### M1 wires, run 1

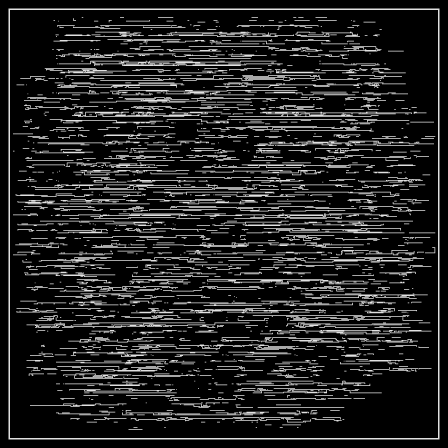
### The metal 2 layer, run 1

Scale bar: 50 µm. Cells faint in the background.
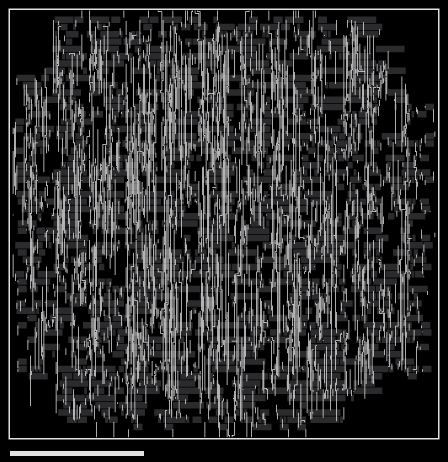
### Met3 routing, run 1

Scale bar: 50 µm.
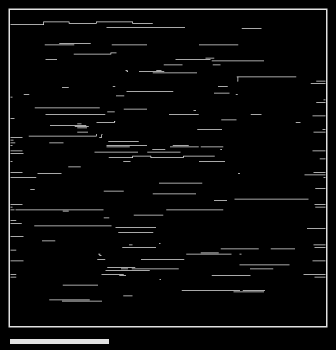
==> src/rtl/cla_accum_pkg.sv <==
// Shared types and helpers for the lane accumulator and its CLA group cells.
// Default geometry: 32-bit data, 4-bit lookahead groups, 4 lanes.
package cla_accum_pkg;

  localparam int CLA_WIDTH = 32;
  localparam int CLA_GROUP = 4;
  localparam int CLA_LANES = 4;

  localparam int NGROUPS = CLA_WIDTH / CLA_GROUP;
  localparam int LANE_W  = $clog2(CLA_LANES);

  typedef logic [LANE_W-1:0] lane_t;

  // Group generate / propagate pair produced by one lookahead cell.
  typedef struct packed {
    logic g;
    logic p;
  } gp_t;

  // Sticky signed-overflow update: overflow happens when both operands share
  // a sign and the result's sign differs from it.
  function automatic logic sat_ovf(input logic ovf_in, input logic acc_sign,
                                   input logic data_sign, input logic sum_sign);
    return ovf_in | ((acc_sign == data_sign) && (sum_sign != acc_sign));
  endfunction

endpackage

==> src/rtl/cla_lane_accumulator_group.sv <==
// cla_group: GROUP-bit carry-lookahead cell. Every internal carry is formed
// directly from bit generate/propagate terms and cin; the cell also exports
// its group generate/propagate so the next level can resolve group carries.
module cla_group
  import cla_accum_pkg::*;
#(
  parameter int GROUP = CLA_GROUP
) (
  input  logic [GROUP-1:0] a,
  input  logic [GROUP-1:0] b,
  input  logic             cin,
  output logic [GROUP-1:0] sum,
  output gp_t              gp
);

  logic [GROUP-1:0] bit_g;
  logic [GROUP-1:0] bit_p;
  logic [GROUP-1:0] bit_c;

  // Carry into bit i = OR over j<i of g[j]&p[j+1..i-1], plus cin&p[0..i-1].
  function automatic logic [GROUP-1:0] bit_carries(input logic [GROUP-1:0] g_in,
                                                   input logic [GROUP-1:0] p_in,
                                                   input logic c_in);
    logic [GROUP-1:0] c_out;
    logic             term;
    c_out = '0;
    for (int i = 0; i < GROUP; i++) begin
      term = c_in;
      for (int j = 0; j < i; j++) term = term & p_in[j];
      c_out[i] = term;
      for (int j = 0; j < i; j++) begin
        term = g_in[j];
        for (int k = j + 1; k < i; k++) term = term & p_in[k];
        c_out[i] = c_out[i] | term;
      end
    end
    return c_out;
  endfunction

  // Group generate: some bit generates and every higher bit propagates it.
  function automatic logic group_gen(input logic [GROUP-1:0] g_in,
                                     input logic [GROUP-1:0] p_in);
    logic res;
    logic term;
    res = 1'b0;
    for (int j = 0; j < GROUP; j++) begin
      term = g_in[j];
      for (int k = j + 1; k < GROUP; k++) term = term & p_in[k];
      res = res | term;
    end
    return res;
  endfunction

  assign bit_g = a & b;
  assign bit_p = a ^ b;
  assign bit_c = bit_carries(bit_g, bit_p, cin);
  assign sum   = bit_p ^ bit_c;
  assign gp.g  = group_gen(bit_g, bit_p);
  assign gp.p  = &bit_p;

endmodule

==> src/rtl/cla_lane_accumulator.sv <==
// cla_lane_accumulator: two-stage multi-lane accumulator with a CLA adder.
// S1 holds lane/clear/operand and the (forwarded) accumulator read; the group
// cells and group-carry resolution sit between S1 and the S2 output register,
// which also writes the lane accumulator back.
// Optional build macro: CLA_ACCUM_OPERAND_ISOLATION_EN (S1 data loads only on
// valid beats and out_sum/out_lane/out_ovf read 0 while out_valid is low).
module cla_lane_accumulator
  import cla_accum_pkg::*;
#(
  parameter int WIDTH = CLA_WIDTH,
  parameter int GROUP = CLA_GROUP,
  parameter int LANES = CLA_LANES
) (
  input  logic                     clk,
  input  logic                     rst,
  input  logic                     in_valid,
  output logic                     in_ready,
  input  logic [$clog2(LANES)-1:0] in_lane,
  input  logic                     in_clear,
  input  logic [WIDTH-1:0]         in_data,
  output logic                     out_valid,
  input  logic                     out_ready,
  output logic [$clog2(LANES)-1:0] out_lane,
  output logic [WIDTH-1:0]         out_sum,
  output logic                     out_ovf
);

  localparam int N_GRP = WIDTH / GROUP;
  localparam int LW    = $clog2(LANES);

  // Carry into group k, resolved from group generate/propagate terms only.
  function automatic logic [N_GRP-1:0] group_carries(input logic [N_GRP-1:0] g_in,
                                                     input logic [N_GRP-1:0] p_in,
                                                     input logic c_in);
    logic [N_GRP-1:0] c_out;
    logic             term;
    c_out = '0;
    for (int i = 0; i < N_GRP; i++) begin
      term = c_in;
      for (int j = 0; j < i; j++) term = term & p_in[j];
      c_out[i] = term;
      for (int j = 0; j < i; j++) begin
        term = g_in[j];
        for (int k = j + 1; k < i; k++) term = term & p_in[k];
        c_out[i] = c_out[i] | term;
      end
    end
    return c_out;
  endfunction

  // Handshake
  logic advance;
  logic accept;
  logic s1_en;
  logic out_en;

  // S1 stage
  logic             s1_valid;
  logic [LW-1:0]    s1_lane;
  logic             s1_clear;
  logic [WIDTH-1:0] s1_data;
  logic [WIDTH-1:0] s1_acc;
  logic             s1_ovf;

  // S2 / output stage
  logic             out_valid_q;
  logic [LW-1:0]    out_lane_q;
  logic [WIDTH-1:0] out_sum_q;
  logic             out_ovf_q;

  // Lane state
  logic [WIDTH-1:0] acc_mem [LANES];
  logic [LANES-1:0] ovf_mem;

  // Adder datapath
  logic [WIDTH-1:0] op_a;
  logic [WIDTH-1:0] sum_next;
  logic             ovf_next;
  gp_t              grp_gp [N_GRP];
  logic [N_GRP-1:0] grp_g;
  logic [N_GRP-1:0] grp_p;
  logic [N_GRP-1:0] grp_cin;

  // Forwarded read
  logic [WIDTH-1:0] acc_rd;
  logic             ovf_rd;

  assign advance  = !out_valid_q || out_ready;
  assign in_ready = advance && !rst;
  assign accept   = in_valid && in_ready;
  assign out_en   = advance && s1_valid;

`ifdef CLA_ACCUM_OPERAND_ISOLATION_EN
  assign s1_en     = accept;
  assign out_lane  = out_valid_q ? out_lane_q : '0;
  assign out_sum   = out_valid_q ? out_sum_q : '0;
  assign out_ovf   = out_valid_q ? out_ovf_q : 1'b0;
`else
  assign s1_en     = advance;
  assign out_lane  = out_lane_q;
  assign out_sum   = out_sum_q;
  assign out_ovf   = out_ovf_q;
`endif
  assign out_valid = out_valid_q;

  // A clear feeds zero as the accumulator operand so the adder passes in_data.
  assign op_a = s1_clear ? '0 : s1_acc;

  for (genvar k = 0; k < N_GRP; k++) begin : g_grp
    cla_group #(.GROUP(GROUP)) u_grp (
      .a   (op_a[k*GROUP +: GROUP]),
      .b   (s1_data[k*GROUP +: GROUP]),
      .cin (grp_cin[k]),
      .sum (sum_next[k*GROUP +: GROUP]),
      .gp  (grp_gp[k])
    );
    assign grp_g[k] = grp_gp[k].g;
    assign grp_p[k] = grp_gp[k].p;
  end

  assign grp_cin  = group_carries(grp_g, grp_p, 1'b0);
  assign ovf_next = s1_clear ? 1'b0
                  : sat_ovf(s1_ovf, s1_acc[WIDTH-1], s1_data[WIDTH-1], sum_next[WIDTH-1]);

  // Accumulator read for the incoming beat, bypassing the result S1 is about
  // to write back when both target the same lane.
  // NOTE: every always_comb output gets a default first so no path can infer a latch.
  always_comb begin
    acc_rd = acc_mem[in_lane];
    ovf_rd = ovf_mem[in_lane];
    if (s1_valid && (s1_lane == in_lane)) begin
      acc_rd = sum_next;
      ovf_rd = ovf_next;
    end
  end

  // Stage valid bits: move on every advance, cleared by reset to drop in-flight beats.
  // NOTE: sequential state uses non-blocking assignments so all flops update together.
  always_ff @(posedge clk) begin
    if (rst) begin
      s1_valid    <= 1'b0;
      out_valid_q <= 1'b0;
    end else if (advance) begin
      s1_valid    <= accept;
      out_valid_q <= s1_valid;
    end
  end

  // Stage data registers: S1 captures the beat, S2 captures the finished result.
  always_ff @(posedge clk) begin
    if (rst) begin
      s1_lane    <= '0;
      s1_clear   <= 1'b0;
      s1_data    <= '0;
      s1_acc     <= '0;
      s1_ovf     <= 1'b0;
      out_lane_q <= '0;
      out_sum_q  <= '0;
      out_ovf_q  <= 1'b0;
    end else begin
      if (s1_en) begin
        s1_lane  <= in_lane;
        s1_clear <= in_clear;
        s1_data  <= in_data;
        s1_acc   <= acc_rd;
        s1_ovf   <= ovf_rd;
      end
      if (out_en) begin
        out_lane_q <= s1_lane;
        out_sum_q  <= sum_next;
        out_ovf_q  <= ovf_next;
      end
    end
  end

  // Lane accumulators and sticky overflow bits, written as a beat leaves S1.
  // NOTE: the lane memory is built from flops and must read 0 after reset, so it is reset explicitly.
  always_ff @(posedge clk) begin
    if (rst) begin
      for (int i = 0; i < LANES; i++) acc_mem[i] <= '0;
      ovf_mem <= '0;
    end else if (out_en) begin
      acc_mem[s1_lane] <= sum_next;
      ovf_mem[s1_lane] <= ovf_next;
    end
  end

endmodule

==> config.mk <==
export PLATFORM = sky130hd
export DESIGN_NAME = cla_lane_accumulator
export DESIGN_NICKNAME = d
export VERILOG_FILES = /design/src/rtl/cla_accum_pkg.sv /design/src/rtl/cla_lane_accumulator_group.sv /design/src/rtl/cla_lane_accumulator.sv
export SDC_FILE = /design/constraint.sdc
export NUM_CORES = 1
export LEC_CHECK = 0
export CAP_MARGIN = 20
export CELL_PAD_IN_SITES_DETAIL_PLACEMENT = 0
export CELL_PAD_IN_SITES_GLOBAL_PLACEMENT = 1
export CORE_UTILIZATION = 44
export CTS_BUF_LIST = sky130_fd_sc_hd__clkbuf_4 sky130_fd_sc_hd__clkbuf_8
export DETAILED_ROUTE_END_ITERATION = 7
export PLACE_DENSITY_LB_ADDON = 0.1
export SLEW_MARGIN = 15
export SYNTH_ARGS = -nofsm -noshare
export SYNTH_HDL_FRONTEND = slang
export SYNTH_SLANG_ARGS = --single-unit
==> constraint.sdc <==
create_clock -name clk -period 3.2 [get_ports clk]
set_input_delay 0.48 -clock clk [delete_from_list [all_inputs] [get_ports clk]]
set_output_delay 0.48 -clock clk [all_outputs]
set_load 0.02 [all_outputs]
==> ci_impl_report.md, run 1 <==
### Metrics collected by this job

| Metric | Value |
|---|---|
| Post-synth regs | `~240` |
| DRC violations left | `0` |
| Port Buf Inserts | `about 75` |
| Peak supply drop | `approximately 0.00038 V` |
| Failing checks | `setup timing` |
| Antenna violations before repair | `0` |
| Worst setup path start | `s1_clear$_SDFFE_PP0N_` |
| Yosys chip area | `~11000 µm²` |
| Final core occ | `0.570` |
| Count of library flops with an enable pin | `approximately 130` |
| Sequential cell area | `~6000 µm²` |
| Top cells by area | `edfxtp_1, dfxtp_1, mux4_2` |
| Worst path bufs/invs | `2` |
| Max-area cell share | `0.350` |
| Vias per cell | `~5.4` |
| Worst EP required | `3.61 ns` |
| Capture point of the worst reg-to-reg path | `acc_mem[0][31]$_SDFFCE_PN0P_` |
| Core footprint | `24400 µm²` |
| OpenROAD warnings | `36` |
| Most used DFF post-synth | `edfxtp_1` |
| Worst hold path type | `in2reg` |
| CTS buffer count | `around 41` |
| Antenna Cells | `0` |
| Detailed placer's ending HPWL | `18600 µm` |
| Hold depth | `2` |
| Critical Path Fanout Max | `8` |
| Die area | `25600 µm²` |
| Yosys warning count | `0` |
| Outcome | `finished, violations left` |
| Final period utilization | `1.06` |
| Yosys cell count | `roughly 1000` |
| Vias in the first global route | `slightly above 8000` |
| Slew Limit Headroom | `0.599` |
| Die Span X | `between 150 and 200 µm` |
| Global-route wire length before repair | `roughly 46000 µm` |
| Clock skew | `0.0273 ns` |
| Fmax | `295 MHz` |
| FILL cells | `2204` |
| Final setup vio count | `31` |
| Net count after synthesis | `between 1000 and 1500` |
| Cell area after layout | `around 14000 µm²` |
| Reg2reg start | `s1_clear$_SDFFE_PP0N_` |
| Starting DRT DRC Count | `approximately 570` |
| Setup TNS | `-2.92 ns` |
| Hold Violations, Final | `0` |
| Synthesized instance count | `between 1000 and 1500` |
| Largest net degree at the start of global routing | `68` |
| Hold path start | `rst` |
| Gpl congestion | `0.821` |
| Reg2reg path depth | `15` |
| Worst-path cell chain | `buf_12 -> buf_12 -> nor2b_1 -> ha_1 -> nand4_1 -> nor2_1 -> a21oi_1 -> nand4_1 -> o31a_1 -> ha_2 -> o211ai_1 -> nand2_1 -> xnor2_2 -> or2_4 -> nor2_1` |
| Slew @ Worst Pin | `around 0.6 ns` |
| Critical Path Sink | `acc_mem[0][31]$_SDFFCE_PN0P_` |
| Worst setup margin | `-0.184 ns` |
| Hold endpoint | `ovf_mem[3]$_SDFFE_PP0P_` |
| Comb. cell area | `between 4000 and 5000 µm²` |
| CTS tree | `yes` |
| Power per standard cell area | `roughly 520 nW/µm²` |
| Final hold slack | `around 0.31 ns` |
-- 'M1 wires' (at the start) --
wire length on this layer = 13600 µm
nets with wire on the layer = 1185
share of all routed wire = 46%
longest straight run = 53.4 µm

-- 'The metal 2 layer' (at the start) --
wire length on this layer = 14000 µm
longest straight run = 62.9 µm
main direction = vertical
final WL: 29700 µm
met2 Usage GRT: 0.381
Vias: 8347

-- 'Met3 routing' (at the start) --
main direction = horizontal
nets with wire on the layer = 97
longest straight run = 44.2 µm
wire length on this layer = 1650 µm

-- run 1: timing repair --
item,4_1_cts,5_1_grt
cloned,0,1
endpoints found under the hold margin,0,0
hold buffers,0,0
setup endpoints to repair,71,102
pin swaps,32,66
resized,31,80
setup buffers,8,10
-- run 1: per-stage QoR --
step                      total power (W)  setup WS (ns)  cells
after floorplan                   0.00409         0.0120   1033
after global placement            0.00450         -0.337   1446
after detailed placement          0.00451         -0.406   1446
after CTS                         0.00723         -0.156   1530
after global routing              0.00754         -0.298   1539
final                             0.00725         -0.184   1539
-- run 1: cells by family after synthesis --
kind of cell / count (synthesis) / synth area share
buf+inv: 103 / 0.0425
flops: 237 / 0.548
fa+ha+maj: 47 / 0.0590
compound gates: 190 / 0.104
simple gates: 398 / 0.158
mux: 37 / 0.0712
xor+xnor: 21 / 0.0167
-- run 1: placed cells by master (no fill, tap or decap), types with 14 or more instances in the layout --
cell type / synthesis / final
buf_4: 7 / 86
clkbuf_8: 0 / 43
clkbuf_4: 0 / 20
a21oi_1: 86 / 76
o21ai_0: 42 / 38
nor2_1: 119 / 102
ha_1: 39 / 30
a311oi_1: 29 / 18
dfxtp_1: 109 / 107
nand2_2: 1 / 14
clkdlybuf4s50_1: 0 / 72
nor2b_1: 35 / 28
edfxtp_1: 128 / 128
nor3_1: 35 / 34
inv_1: 31 / 30
nand2_1: 167 / 153
xnor2_1: 16 / 15
mux4_2: 33 / 33
-- run 1: flip-flops by register name, summed over array words and instances, names as in the netlist, 2 cells and up --
signal,count
s1_acc,32
ovf_mem,4
s1_lane,2
acc_mem,128
s1_data,32
out_lane,2
out_sum,32
-- run 1: cells in the mapped netlist, drive strengths merged (2+ instances only) --
| cell type | n |
|---|---|
| a211oi | 2 |
| nand4 | 7 |
| mux2i | 4 |
| nand3 | 6 |
| o21a | 8 |
| a21o | 2 |
| xor2 | 5 |
| inv | 31 |
| nand2 | 168 |
| and2 | 3 |
| o21ai | 47 |
| and3 | 13 |
| nor2b | 35 |
| mux4 | 33 |
| nor3 | 36 |
| fa | 8 |
| a311oi | 29 |
| buf | 35 |
| or2 | 6 |
| dfxtp | 109 |
| edfxtp | 128 |
| nor2 | 120 |
| a21oi | 86 |
| ha | 39 |
| o211ai | 9 |
| clkbuf | 37 |
| nand2b | 4 |
| xnor2 | 16 |
-- run 1: layout make-up --
class | count | area share
Tap cell | 324 | 0.0291
Clock inverter | 13 | 0.00405
Sequential cell | 237 | 0.433
Timing Repair Buffer | 178 | 0.118
Clock buffer | 63 | 0.0533
Multi-Input combinational cell | 693 | 0.353
Inverter | 31 | 0.00836
-- run 1: metal layers --
layer,routed length [µm],track usage,share of wire,vias up
met1,13600,0.328,0.46,4112
met5,0,0,0,-
met3,1650,0.0358,0.056,40
met2,14000,0.381,0.47,242
li1,-,-,-,3953
met4,448,0.0567,0.015,0
-- run 1: report_power, final --
part | switching [W] | leakage, nW | internal (W)
combinational | 0.000588 | 2.81 | 0.000500
sequential | 0.0000841 | 2.23 | 0.00338
clock | 0.00122 | 0.427 | 0.00148
total | 0.00189 | 5.46 | 0.00536
### Routing congestion, run 1

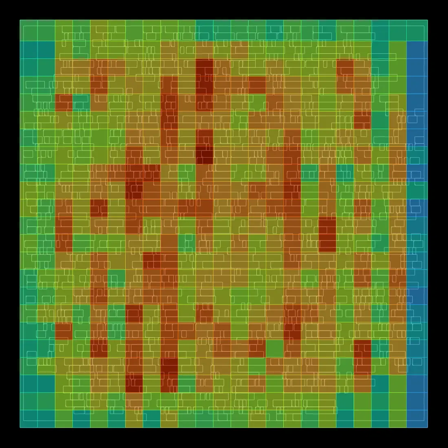

==> run 2, diff against run 1 <==
--- a/config.mk
+++ b/config.mk
@@ -8,7 +8,7 @@
 export CAP_MARGIN = 20
 export CELL_PAD_IN_SITES_DETAIL_PLACEMENT = 0
 export CELL_PAD_IN_SITES_GLOBAL_PLACEMENT = 1
-export CORE_UTILIZATION = 44
+export CORE_UTILIZATION = 40
 export CTS_BUF_LIST = sky130_fd_sc_hd__clkbuf_4 sky130_fd_sc_hd__clkbuf_8
 export DETAILED_ROUTE_END_ITERATION = 7
 export PLACE_DENSITY_LB_ADDON = 0.1
### Routing congestion, run 2

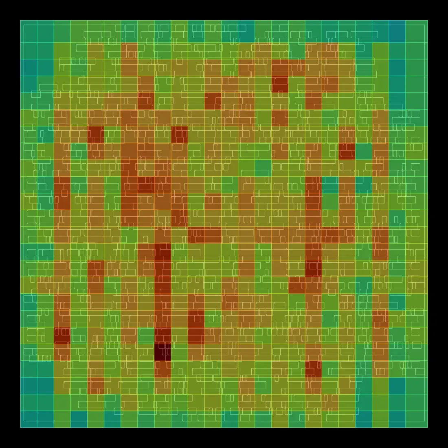
final core occ: 0.514
busiest layer in global routing: met2
overall routing resource usage: 0.220
met3 Use GR: 0.0362

==> run 2 against run 1 <==
- the run still ends with setup timing left
- via count is 1.3% lower
- clock power is 5% higher
- non-clock buffer count shrank 9
- sequential cell count is the same
- combinational power is essentially flat
- critical endpoint is now s1_acc[29]$_SDFFE_PP0N_
- largest cell class unchanged
==> ci_impl_report.md, run 2 <==
### Metrics collected by this job

| Metric | Value |
|---|---|
| DRC violations left | `0 (unchanged)` |
| Largest delay share family, worst path | `AND-OR/OR-AND gates` |
| Worst path bufs/invs | `1 (-1)` |
| # hold bufs at CTS | `0 (unchanged)` |
| Count leader, synth | `nand2_1` |
| Synthesized area | `11000 µm²` |
| Max Cap Viol | `0` |
| Gpl congestion | `0.798 (-2.8%)` |
| CTS sink cnt | `~240` |
| Row cnt | `roughly 60` |
| Die Span X | `168 µm (+4.8%)` |
| Final setup vio count | `11 (-65%)` |
| Vias in the first global route | `8286 (+0.97%)` |
| Commonest Layout Cell | `nand2_1` |
| Antenna violations before repair | `0 (unchanged)` |
| Critical Path Source Type | `register` |
| Slew @ Worst Pin | `0.929 ns (+0.328 ns)` |
| Max Root-Sink Buffers | `3` |
| Leakage | `about 5.5 nW` |
| CTS tree | `yes` |
| Placement Cell Area | `12600 µm²` |
| Cell Type Count | `~44` |
| Power per standard cell area | `531 nW/µm² (+1.9%)` |
| Top cells by area | `edfxtp_1, dfxtp_1, mux4_2` |
| Layout cells sized above 1 | `0.237` |
| Synthesized instance count | `1033 (unchanged)` |
| Area grow syn2layout | `26.0%` |
| Yosys warning count | `0 (unchanged)` |
| Slew Limit Headroom | `0.381 (-0.219)` |
| Failing checks | `setup timing` |
| Worst hold path type | `in2reg` |
| Detailed Routing Iterations Pass 1 | `5` |
| Hold endpoint | `out_ovf$_SDFFE_PP0P_` |
| Fmax | `307 MHz (+3.9%)` |
| H-tree Lvls | `2` |
| Most used DFF post-synth | `edfxtp_1` |
| Clock skew | `0.0167 ns (-0.0106 ns)` |
| Outcome | `finished, violations left` |
| Capture point of the worst reg-to-reg path | `s1_acc[29]$_SDFFE_PP0N_` |
| CTS buffer count | `42 (+2.4%)` |
| Max-area cell share | `0.350 (unchanged)` |
| Syn avg cell area | `roughly 11 µm²` |
| Vias per cell | `5.32 (-2.0%)` |
| Reg2reg start | `s1_clear$_SDFFE_PP0N_` |
| Port Buf Inserts | `75 (unchanged)` |
| Largest register by flop count | `acc_mem` |
| Net count after synthesis | `1119 (unchanged)` |
| Cell area after layout | `13800 µm² (-0.48%)` |
| Asr flop ratio synth | `0` |
| Hold depth | `2 (unchanged)` |
| Critical Path Most Common Cell | `ha_4` |
| Total Power | `0.00735 W (+1.4%)` |
| Count of library flops with an enable pin | `128 (unchanged)` |
| Worst EP required | `3.67 ns (+0.06 ns)` |
| Final WL | `30200 µm (+1.8%)` |
| Drt wl/cell | `19.5 µm` |
| Critical Path End Type | `register` |
| Setup TNS | `-0.280 ns (+2.64 ns)` |
| Core footprint | `27000 µm² (+10%)` |
| Worst-path cell chain | `nor2b_4 -> ha_4 -> ha_4 -> o211ai_1 -> a21oi_2 -> o21ai_1 -> nand4_1 -> o31a_1 -> buf_4 -> fa_2 -> xnor2_2 -> or2_4 -> a311oi_2` |
| Most numerous logic cells after layout | `nand2_1, edfxtp_1, dfxtp_1, nor2_1, a21oi_1` |
| Yosys chip area | `11000 µm² (unchanged)` |
| Comb. cell area | `4830 µm² (-1.8%)` |
| Fin crit period | `~3.3 ns` |
| FILL cells | `2456 (+11%)` |
| Hold Violations, Final | `0 (unchanged)` |
| Detailed placer's ending HPWL | `18600 µm (about the same)` |
| Antenna Cells | `0 (unchanged)` |
| Starting DRT DRC Count | `501 (-12%)` |
| Sequential cell area | `6030 µm² (about the same)` |
| Final period utilization | `1.02 (-0.0397)` |
| Vias | `8236 (-1.3%)` |
| Worst setup margin | `-0.0573 ns (+0.127 ns)` |
| Hold path start | `rst` |
| Top cells by count | `nand2_1, edfxtp_1, nor2_1` |
| Critical Path Fanout Max | `5 (-3)` |
| CTS root buf | `clkbuf_8` |
| Peak supply drop | `0.000286 V (-24%)` |
| OpenROAD warnings | `38 (+5.6%)` |
| Max FFs per register | `128 (unchanged)` |
| Largest net degree at the start of global routing | `106 (+56%)` |
| Post-synth regs | `237 (unchanged)` |
| Global-route wire length before repair | `47400 µm (+3.1%)` |
| Yosys cell count | `1033 (unchanged)` |
| Clk latency late pin | `0.55 ns` |
| Max-slew violations | `0` |
| Reg2reg path depth | `13 (-2)` |
| Die area | `28200 µm² (+9.9%)` |
run 2: netlist changes by cell type in the layout (fill, tap and decap cells not counted), moves of 3 or more:
cell,delta
ha_1,+4
nor2b_4,-4
ha_4,-4
clkbuf_8,+4
xnor2_1,-4
clkinv_1,-3
xnor2_2,+4
nor2_4,-3
nor2_2,+5
nand2_2,-3
nor2b_1,+4
buf_4,-11
o21ai_1,+3
run 2: worst reg2reg max path, cell delays in order, from the launching register on:
cell      delay [ns]
dfxtp_4         0.37
nor2b_4         0.14
ha_4            0.22
ha_4            0.15
o211ai_1        0.26
a21oi_2         0.12
o21ai_1         0.15
nand4_1         0.25
o31a_1          0.36
buf_4           0.15
fa_2            0.35
xnor2_2         0.16
or2_4           0.27
a311oi_2        0.23
run 2: layer usage:
metal / up-vias / wire (µm) / GRT usage
li1: 3954 / - / -
met1: 4039 / 14500 / 0.313
met2: 199 / 13800 / 0.349
met3: 44 / 1400 / 0.0362
met4: 0 / 507 / 0.0566
met5: - / 0 / 0
run 2: worst max path at each step:
stage	startpoint	endpoint	slack, ns	cells after the start
after global placement	s1_clear$_SDFFE_PP0N_	acc_mem[0][31]$_SDFFCE_PN0P_	-0.10	14
after global routing	s1_clear$_SDFFE_PP0N_	s1_acc[31]$_SDFFE_PP0N_	-0.29	14
after detailed placement	s1_acc[1]$_SDFFE_PP0N_	acc_mem[1][31]$_SDFFCE_PN0P_	-0.19	14
final	s1_clear$_SDFFE_PP0N_	s1_acc[29]$_SDFFE_PP0N_	-0.06	13
after CTS	s1_clear$_SDFFE_PP0N_	ovf_mem[2]$_SDFFE_PP0P_	-0.08	14
after floorplan	s1_clear$_SDFFE_PP0N_	acc_mem[0][31]$_SDFFCE_PN0P_	0.01	15
run 2: final cells by class:
type                            count  area share
Multi-Input combinational cell    693       0.349
Clock buffer                       66      0.0570
Timing Repair Buffer              169       0.115
Clock inverter                     12     0.00443
Tap cell                          341      0.0308
Sequential cell                   237       0.435
Inverter                           31     0.00840
run 2: kinds of logic (layout without fill, tap and decap cells):
group	Yosys count	after routing	synth area share
XOR/XNOR	21	21	0.0167
multiplexers	37	37	0.0712
adder cells (fa/ha/maj)	47	47	0.0590
AND/OR/NAND/NOR	398	398	0.158
flip-flops	237	237	0.548
buffers and inverters	103	278	0.0425
AND-OR/OR-AND	190	190	0.104
run 2: per-stage QoR:
stage	std cells	util	setup slack, ns	hold slack (ns)
floorplan	1033	-	0.0120	0.436
global placement	1460	0.466	-0.104	0.428
detailed placement	1461	0.467	-0.192	0.433
CTS	1541	0.501	-0.0815	0.295
global route	1549	0.514	-0.289	0.308
finish	1549	0.514	-0.0573	0.323
run 2: repair_timing:
action	CTS	global route
pin swaps	20	65
endpoints found under the setup margin	42	97
hold endpoints to repair	0	0
setup buffers	2	8
gates resized	21	73
run 2: power breakdown:
group	switching, W	internal [W]	leakage, nW
logic	0.000579	0.000478	2.80
registers	0.0000802	0.00338	2.23
clock network	0.00126	0.00157	0.451
total	0.00192	0.00543	5.48
No activity file was given, so power comes from the tool's default toggle rates.
